**Run 1: cell density map**

Drawn at 4 px/um. The die is cut into 7 by 10 equal tiles; dark blue is low, red is high, 0 to 100% covered.
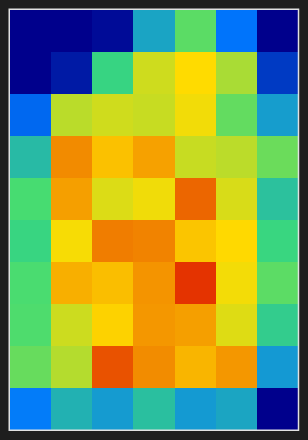
**Run 1: cell classes on the final placement**

Drawn at 4 px/um.
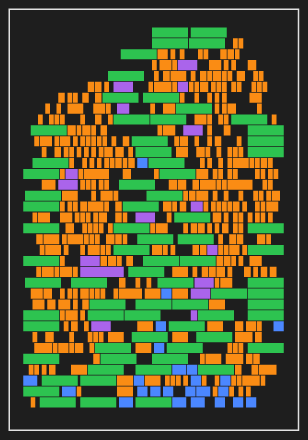
**Run 1: I/O nets highlighted**

Drawn at 3 px/um.
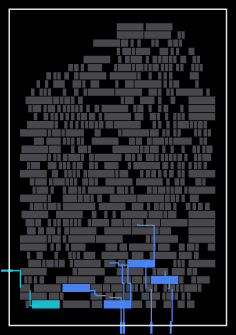
==> config.mk <==
export PLATFORM = sky130hd
export DESIGN_NAME = alu_operand_loader
export DESIGN_NICKNAME = d
export VERILOG_FILES = /design/src/rtl/alu_operand_loader.sv
export SDC_FILE = /design/constraint.sdc
export NUM_CORES = 1
export LEC_CHECK = 0
export ABC_AREA = 1
export CAP_MARGIN = 5
export CORE_ASPECT_RATIO = 1.5
export CORE_MARGIN = 3
export CORE_UTILIZATION = 59
export DETAILED_ROUTE_END_ITERATION = 6
export PLACE_DENSITY = 0.79
export RECOVER_POWER = 25
export SYNTH_ARGS = -nofsm -noshare
export SYNTH_HDL_FRONTEND = slang
export SYNTH_SLANG_ARGS = --single-unit
export TNS_END_PERCENT = 1
==> constraint.sdc <==
create_clock -name sys_clk -period 3.3 [get_ports sys_clk]
set_input_delay 0.66 -clock sys_clk [delete_from_list [all_inputs] [get_ports sys_clk]]
set_output_delay 0.66 -clock sys_clk [all_outputs]
set_load 0.1 [all_outputs]
==> run notes, run 1 <==
The layout was made with Yosys and OpenROAD.

At the end of routability-driven placement, the weighted congestion stood at 0.8889. The area share of the largest cell type after synthesis is 0.4748. The chip area is 0.007546 mm^2. The post-detailed-route via-to-cell ratio is 5.348.

In the final layout, the share of cells above drive strength 1 is 0.1606. After routing, the total negative slack on setup checks comes to 0 ns. The proportion of register bits with asynchronous set or reset after synthesis is 1.000. The number of maximum-capacitance violations recorded for the run is 0. The main flop type after synthesis is sky130_fd_sc_hd__dfrtp_1. Dividing the final minimum period by the clock period gives 0.5850. After detailed routing, the wire length on met1 is 3102 um.

The flow ran to the end, and the final reports show no timing, DRC or antenna violations. The net count of the mapped netlist is 474. The met1 layer usage reported by global route is 0.2712. Power spread over the standard cell area amounts to 386.8 mW/mm^2. The worst setup path is captured at an async pin. Recorded from the global router log, the overflow total was 0. The die width is 71.94 um. Per the cell usage report, the commonest logic cells after layout are 116 x sky130_fd_sc_hd__nor2_1, 78 x sky130_fd_sc_hd__nand2_1, 73 x sky130_fd_sc_hd__dfrtp_1, 42 x sky130_fd_sc_hd__inv_1, 38 x sky130_fd_sc_hd__nand3_1.

The cell depth of the worst flop-to-flop path is 8. The endpoint arrival time on the critical path is 2.43 ns. The number of distinct library cells after synthesis is 27. The register-to-register setup slack is 1.69 ns. The clock tree synthesis step divided the H-tree into 3 levels. Registers take 0.001827 mm^2. The startpoint-to-endpoint class of the critical path is in -> async. The register with the most flip-flops in the layout has 48 of them. The wire length of the first global-routing pass is 14320 um.

The DRC violation total left in the routed layout is recorded as 0. The STA report counts the stages on the worst setup path as 3. The iteration count of the initial detailed-routing pass is 4. At the floorplan stage, the core utilization is reported as 0.6187. Per the detail_route log, met3 wirelength is 179 um. The number of cells traversed by the worst hold path is 0.

In this run, synthesis inferred 0 flip-flops with an integrated enable. By count the netlist is led by 116 x sky130_fd_sc_hd__nor2_1, 78 x sky130_fd_sc_hd__nand2_1, 73 x sky130_fd_sc_hd__dfrtp_1. The average cell area after synthesis is 8.364 um^2. The worst-case headroom to the max-slew limit is 0.3220. Looking at the gate-level netlist, the highest instance count belongs to sky130_fd_sc_hd__nor2_1. In this run the remaining antenna-violating nets after routing total 0.

The clock buffer count from CTS is 9. Summing over the stages, the warning tally comes to 29. The buffer count from post-CTS setup fixing is 0. Entering global routing, the biggest net connects 30 pins.

The cell count after synthesis is 460. The maximum resistive drop on vdd is 0.3972 mV. The maximum fanout encountered on the critical timing path is 29.

During synthesis, Yosys emitted a total of 0 warnings. Yosys attributes the largest share of cell area to sky130_fd_sc_hd__dfrtp_1 47%, sky130_fd_sc_hd__nor2_1 11%, sky130_fd_sc_hd__nand2_1 7.6%, sky130_fd_sc_hd__nand3_1 4.9%, sky130_fd_sc_hd__inv_1 4.1%.
## Picture notes: 'cell density map'
densest ninth of the die	center
mean over tiles	56%
tiles over 75% full	30%
nearly empty tiles	7.1%
area inside the core boundary: 0.006218 mm^2
share of the core filled with cells: 0.6948

## Picture notes: 'cell classes on the final placement'
color	class	cells	share of their area
blue	remaining buffers and delay cells	24	4.7%
purple	clock drivers and dummy loads	16	4.7%
green	registers	73	43%
orange	remaining logic cells	385	47%
number of cell rows: 35
sequential fraction of total cell area: 0.4228

## Picture notes: 'I/O nets highlighted'
color	port	direction	end cells	buffers	wire
blue	aluop	output	4	4	126 um
cyan	btn_next	input	1	1	16.0 um
number of top-level pins: 23
Buffers on Ports: 22

==> run 1: power breakdown <==
group	internal, mW	leakage [nW]	switching, mW
logic	0.0179	0.901	0.0391
registers	0.902	1.01	0.00698
clock network	0.354	0.0962	0.351
total	1.27	2.00	0.397
==> run 1: cell type report <==
cell class / count / area share
clock buffer: 9 / 0.02867
clock inverter: 7 / 0.01767
inverter: 45 / 0.03910
multi-input combinational: 340 / 0.4246
sequential: 73 / 0.4228
tap: 74 / 0.02143
timing repair buffer: 24 / 0.04576
==> run 1: kinds of logic after synthesis <==
group | count (synthesis) | share of synthesized area
xor gates and xnor gates | 26 | 0.06309
DFF | 73 | 0.4748
muxes | 12 | 0.03512
AOI/OAI and AO/OA | 19 | 0.02732
and+or+nand+nor | 277 | 0.3337
buffers and inverters | 47 | 0.04650
adders and majority gates | 6 | 0.01951
**Run 1: the metal 1 layer**

Drawn at 4 px/um. Supply wires on this layer in gray. Cells faint in the background.
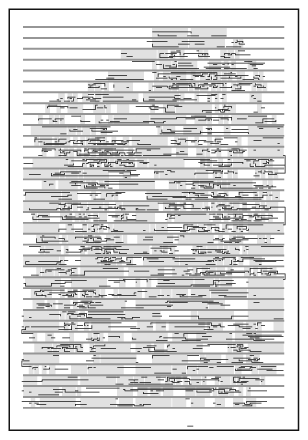

==> run 1 -> run 2 <==
clock period = 1.8 ns   (was 3.3 ns; I/O delays follow)
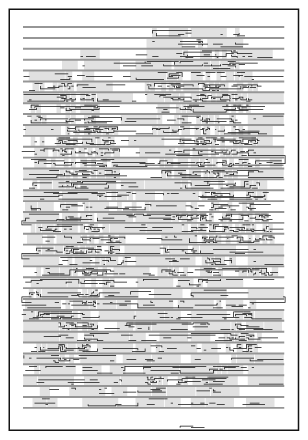
**Above:** run 2 (the metal 1 layer).
Drawn at 4 px/um. Supply wires on this layer in gray. Cells faint in the background.
nets with wire on the layer	477
main direction	horizontal
longest straight run	20.2 um
share of all routed wire	38%
wire length on this layer	3090 um
met1 Use GR: 0.2623
total length of routed wires: 8032 um

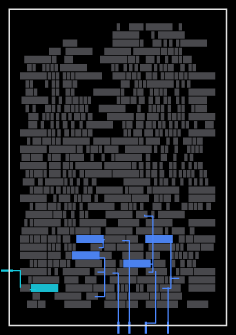
**Above:** run 2 (I/O nets highlighted).
Drawn at 3 px/um.
color	port	direction	end cells	buffers	wire
cyan	btn_next	input	1	1	10.4 um
blue	aluop	output	4	4	152 um

==> run 2 against run 1 <==
Effect of this change: clock power increased by 62%; combinational power is 84% higher; first-iteration DRC count rose by 15%; register-to-register slack got worse by 1.4 ns; synthesized cell count unchanged; critical path type is now reg -> reg.
==> run notes, run 2 <==
The layout was made with Yosys and OpenROAD.

The flow ran to the end, and the final reports show no timing, DRC or antenna violations. The average cell area after synthesis is 8.364 um^2 (unchanged). The final weighted congestion in routability-driven placement is 0.9639 (+8.4%). The proportion of register bits with asynchronous set or reset after synthesis is 1.000 (unchanged). The net count of the mapped netlist is 474 (unchanged). The leftover overflow at the end of global routing is 0 (unchanged). The power dissipated in the clock network is 1.14 mW (+62%).

Yosys instantiated no cell more often than sky130_fd_sc_hd__nor2_1. The total number of yosys warnings is 0 (unchanged). The cell count after synthesis is 460 (unchanged). The die width came to 71.94 um (unchanged). The period utilization is 0.8550. The wire length of the first global-routing pass is 14280 um (-0.29%). The buffer count from post-CTS setup fixing is 0 (unchanged). Of all power groups, the one with the highest power is sequential cells.

The final core utilization is 0.7221 (+0.02736). The number of distinct library cells after synthesis is 27 (unchanged). The power density relative to cell area is 648.9 mW/mm^2 (+68%). The number of violations of the max-capacitance limit came to 0 (unchanged). The maximum fanout encountered on the critical timing path is 4 (-86%).

The maximum number of pins on one net before global-route repair was 74 (+150%). The chip area is 0.007546 mm^2 (unchanged).
==> run 2: final cells by class <==
cell class / instances / area [um^2] / share of cell area
inverter: 45 / 172.7 / 0.03845
tap: 74 / 92.59 / 0.02062
timing repair buffer: 24 / 385.4 / 0.08582
clock inverter: 6 / 43.79 / 0.009752
multi-input combinational: 340 / 1842 / 0.4101
clock buffer: 10 / 127.6 / 0.02842
sequential: 73 / 1827 / 0.4068
==> run 2: logic make-up after synthesis <==
family	after synthesis	share of synthesized area
mux	12	0.03512
compound gates	19	0.02732
simple gates	277	0.3337
fa+ha+maj	6	0.01951
flops	73	0.4748
xor+xnor	26	0.06309
buf+inv	47	0.04650
Power is estimated from default activity; no workload was simulated.
